==> run_1/final_clocks.png <==
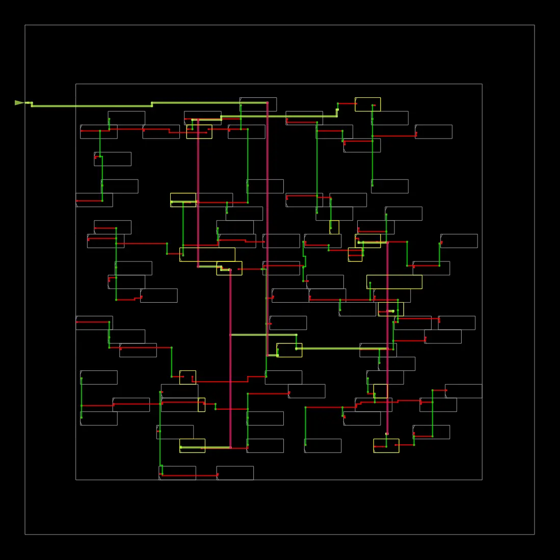
==> run_1/met2.png <==
Drawn at 4 px/um. Cells faint in the background.
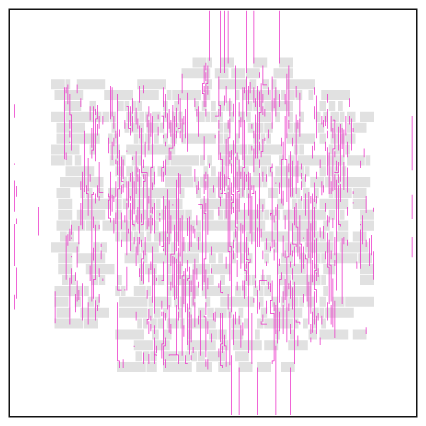
==> run_1/port_nets.png <==
Drawn at 4 px/um.
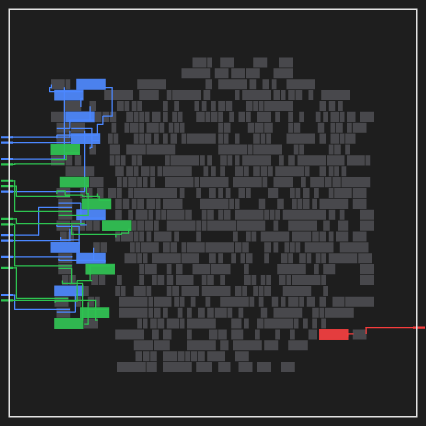
Design ship_box_painter_flat, sky130hd; sources not shown.
==> results.json, run 1 <==
{
  "status": "complete, no violations",
  "grt_first_pass_wirelength_um": 13500,
  "most_common_cell": "nand2_1",
  "async_reset_ff_frac": 0,
  "final_hold_viol_count": 0,
  "row_count": 29,
  "worst_slew_pin_slew_ps": 950,
  "cts_resized": 0,
  "slowest_delay_ps": 510,
  "viasPerCell": 5.15,
  "nNetsFinal": 529,
  "syn_nets": 495,
  "worstPathRequired_ps": 6850,
  "period_needed_ps": 4260,
  "fp.dieH_um": 102,
  "cp_max_fo": 21,
  "ff_latch_area_sq_um": 1360,
  "crit_arrival_ps": 4400,
  "cts.reportedPaths.clkPinSlew_ps": 70,
  "place_area_sq_um": 3720,
  "gp_congestion": 0.823,
  "synth.distinct_cells": 32,
  "yosysTopAreaCellShare": 0.410,
  "end_kind": "register",
  "rsz0062_at_grt": "false",
  "ant_nets": 0,
  "holdBufCountCts": 0,
  "synth_stat.cells": 459,
  "syn2layout_area_growth_pct": 18.4,
  "cts_tree": "done",
  "grt_max_degree": 36,
  "grt_pass1_vias": 2785,
  "fin_tns_setup_ps": 0,
  "die_w_um": 102,
  "syn_inst": 459,
  "crit_type": "primary input to register",
  "hold_depth": 2,
  "maxSlewHeadroom": 0.366,
  "layout-drive-gt1-share": 0.0683
}
About final_clocks.png:
CTS Buf Count: 9
clock network power: 0.378 mW
layout clock buffer count: 10
Late-Pin Clk Latency: 360 ps
TritonCTS Sinks: 68

About met2.png:
nets with wire on the layer = 411
share of all routed wire = 43%
longest straight run = 34.7 um
wire length on this layer = 3510 um
vias post-DR: 2961
total wire length: 8150 um
M2 GR Usage: 0.241

About port_nets.png:
red -> bus_done  # bits 1, direction output, edge right, end cells 1, buffers 1, wire 15.3 um
green -> bus_y  # bits 7, direction output, edge left, end cells 7, buffers 7, wire 264 um
blue -> bus_x  # bits 8, direction output, edge left, end cells 8, buffers 8, wire 296 um
IO Pins: 42
IO Port Bufs: 41

==> run 1: worst max-delay path, delay by kind of cell <==
family / cells / cell delay (ps)
buffers and inverters: 4 / 720
adder cells (fa/ha/maj): 1 / 350
AND/OR/NAND/NOR: 10 / 1200
AND-OR/OR-AND: 2 / 770
==> run 1: cell families (layout without fill, tap and decap cells) <==
group / Yosys count / count (layout) / synth area share
adder cells (fa/ha/maj): 15 / 15 / 0.0610
XOR/XNOR: 9 / 9 / 0.0237
flip-flops: 68 / 68 / 0.410
AND/OR/NAND/NOR: 204 / 204 / 0.258
AND-OR/OR-AND: 95 / 95 / 0.154
buffers and inverters: 67 / 106 / 0.0900
multiplexers: 1 / 1 / 0.00339
==> run 1: area by class of cell <==
| type | instances | share of cell area |
|---|---|---|
| Tap cell | 77 | 0.0245 |
| Sequential cell | 68 | 0.346 |
| Timing Repair Buffer | 42 | 0.106 |
| Inverter | 48 | 0.0458 |
| Clock buffer | 10 | 0.0324 |
| Multi-Input combinational cell | 324 | 0.422 |
| Clock inverter | 6 | 0.0226 |
==> run 1: stage by stage <==
stage | instances | setup WS, ps
finish | 575 | 2440
global route | 575 | 2120
CTS | 575 | 2440
detailed placement | 559 | 2080
global placement | 559 | 2210
floorplan | 459 | 3140
==> run 1: routing by layer <==
layer	GRT usage	part of all wire
met2	0.241	0.43
met4	0.0868	0.027
met5	0	0
met3	0.0579	0.060
met1	0.208	0.48
==> run 1: report_power, final <==
part	internal [mW]	switching (mW)
Clock	0.209	0.168
Sequential	0.451	0.0249
Combinational	0.106	0.155
==> run 1 -> run 2 <==
==> constraint.sdc (replaced) <==
create_clock -name clk -period 4.3 [get_ports clk]
set_clock_uncertainty 0.15 [all_clocks]
set_input_delay 0.86 -clock clk [delete_from_list [all_inputs] [get_ports clk]]
set_output_delay 0.86 -clock clk [all_outputs]
set_load 0.01 [all_outputs]
==> run_2/met2.png <==
Drawn at 4 px/um. Cells faint in the background.
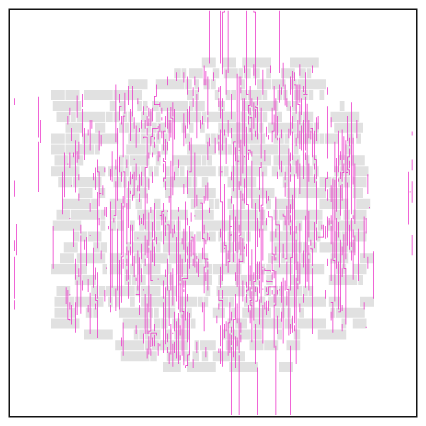
nets with wire on the layer = 429
main direction = vertical
share of all routed wire = 45%
wire length on this layer = 3720 um
total wire length: 8240 um
vias post-DR: 3033
M2 GR Usage: 0.258

==> results.json, run 2 <==
{
  "fin_ws_ps": 714,
  "die_w_um": 102,
  "row_count": 29,
  "rsz0062_at_grt": "false",
  "dpl.cell_count": 563,
  "syn_nets": 495,
  "overflow": 0,
  "layout-drive-gt1-share": 0.0697,
  "grt_max_degree": 36,
  "grt_first_pass_wirelength_um": 13700,
  "postSynthSeqShare": 0.410,
  "ys_sh_aoi": 0.154,
  "ys_ff": 68,
  "holdBufCountCts": 0,
  "cts.reportedPaths.clkPinSlew_ps": 70,
  "portBuffers": 41,
  "common_cells": "nand2_1 (91), nor2_1 (69), dfxtp_1 (68)",
  "viasPerCell": 5.24,
  "syn_inst": 459,
  "wl_met2_um": 3720,
  "nNetsFinal": 533,
  "ys_sh_xor": 0.0237,
  "syn2layout_area_growth_pct": 17.7,
  "synth_adder_area_share": 0.0610,
  "yosysTopAreaCellShare": 0.410,
  "clockBufferDepth": 2,
  "cp_max_fo": 24,
  "ys_sh_mux": 0.00339,
  "fin_tns_setup_ps": 0,
  "synth.area.top_cells": "dfxtp_1 (41%), nand2_1 (10%), nor2_1 (7.8%)",
  "cp_cell_sequence": "clkdlybuf4s50_1 > a21oi_1 > inv_1 > nand2_2 > nor2_1 > o21ai_0 > nand2_1 > ha_1 > inv_1 > fa_1 > inv_1 > a31oi_1 > inv_1 > nand3_1 > nand2_1 > nand2_1 > nand2_1 > nand2_1 > inv_1 > nor2_1",
  "cts_resized": 0,
  "hold_depth": 2,
  "maxSlewHeadroom": 0.379,
  "post-place-ws_ps": 411,
  "crit_type": "primary input to register",
  "period_needed_ps": 3590,
  "grt_pass1_vias": 2903,
  "synth.distinct_cells": 32,
  "clock-sinks": 68,
  "synthTopLogicFamily": "simple AND/OR/NAND/NOR gates",
  "most_common_cell": "nand2_1",
  "maxCapViolations": 0,
  "final_hold_viol_count": 0,
  "antenna_found_initial": 0,
  "gp_congestion": 0.833,
  "avgSynthCellArea_sq_um": 7.24,
  "slowest_delay_ps": 490,
  "synth-simple-area-share": 0.258,
  "final_cells": 579,
  "yosysTopAreaCell": "dfxtp_1",
  "place_area_sq_um": 3750,
  "async_reset_ff_frac": 0,
  "wl_met3_um": 576,
  "ff2ff_path_depth": 21,
  "worst_slew_pin_slew_ps": 931,
  "end_kind": "register",
  "cts_buffers": 9,
  "syn_area_sq_um": 3320,
  "fp.dieH_um": 102,
  "cts_tree": "done",
  "worstPathRequired_ps": 4420,
  "status": "complete, no violations",
  "synth_stat.cells": 459,
  "routed.top_layer": "met4",
  "ios": 42,
  "wl_met1_um": 3830,
  "crit_arrival_ps": 3700,
  "irDropWorstVdd_uv": 237,
  "ant_nets": 0
}
==> run_2/final_clocks.png <==
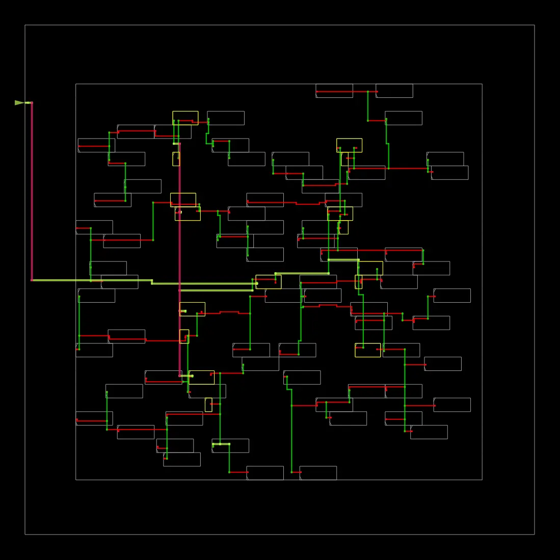
layout clock buffer count: 14
Flops: 68
clock network power: 0.457 mW
Late-Pin Clk Latency: 330 ps

[run 2: logic make-up (layout without fill, tap and decap cells)]
family | count (synthesis) | count (layout)
multiplexers | 1 | 1
adder cells (fa/ha/maj) | 15 | 15
flip-flops | 68 | 68
buffers and inverters | 67 | 110
XOR/XNOR | 9 | 9
AND-OR/OR-AND | 95 | 95
AND/OR/NAND/NOR | 204 | 204
[run 2: per-layer routing]
layer	global-route usage	vias to the layer above
li1	-	1552
met1	0.206	1377
met2	0.258	93
met3	0.0504	11
met4	0.0643	0
met5	0	-
[run 2: critical path, delay by kind of cell]
kind                       cells  cell delay [ps]
and+or+nand+nor                9              940
buffers and inverters          6              850
AOI/OAI and AO/OA              3              660
adders and majority gates      2              400
[run 2: final cells by class]
cell class | instances | area [sq um] | area share
multi-input cells | 324 | 1660 | 0.425
flip-flops and latches | 68 | 1360 | 0.348
clock inverters | 2 | 10.0 | 0.00256
repair buffers | 46 | 448 | 0.115
well taps | 77 | 96.3 | 0.0246
inverters | 48 | 180 | 0.0461
clock buffers | 14 | 153 | 0.0390
[run 2: metrics by stage]
step | utilization | total power, mW
4_1_cts | 0.612 | 1.62
2_1_floorplan | - | 1.02
3_3_place_gp | 0.587 | 1.16
6_report | 0.612 | 1.61
5_1_grt | 0.612 | 1.71
3_5_place_dp | 0.587 | 1.16
[run 2: power breakdown]
group	switching (mW)	internal [mW]
combinational	0.242	0.169
sequential	0.0391	0.703
clock	0.233	0.225
No activity file was given, so power comes from the tool's default toggle rates.
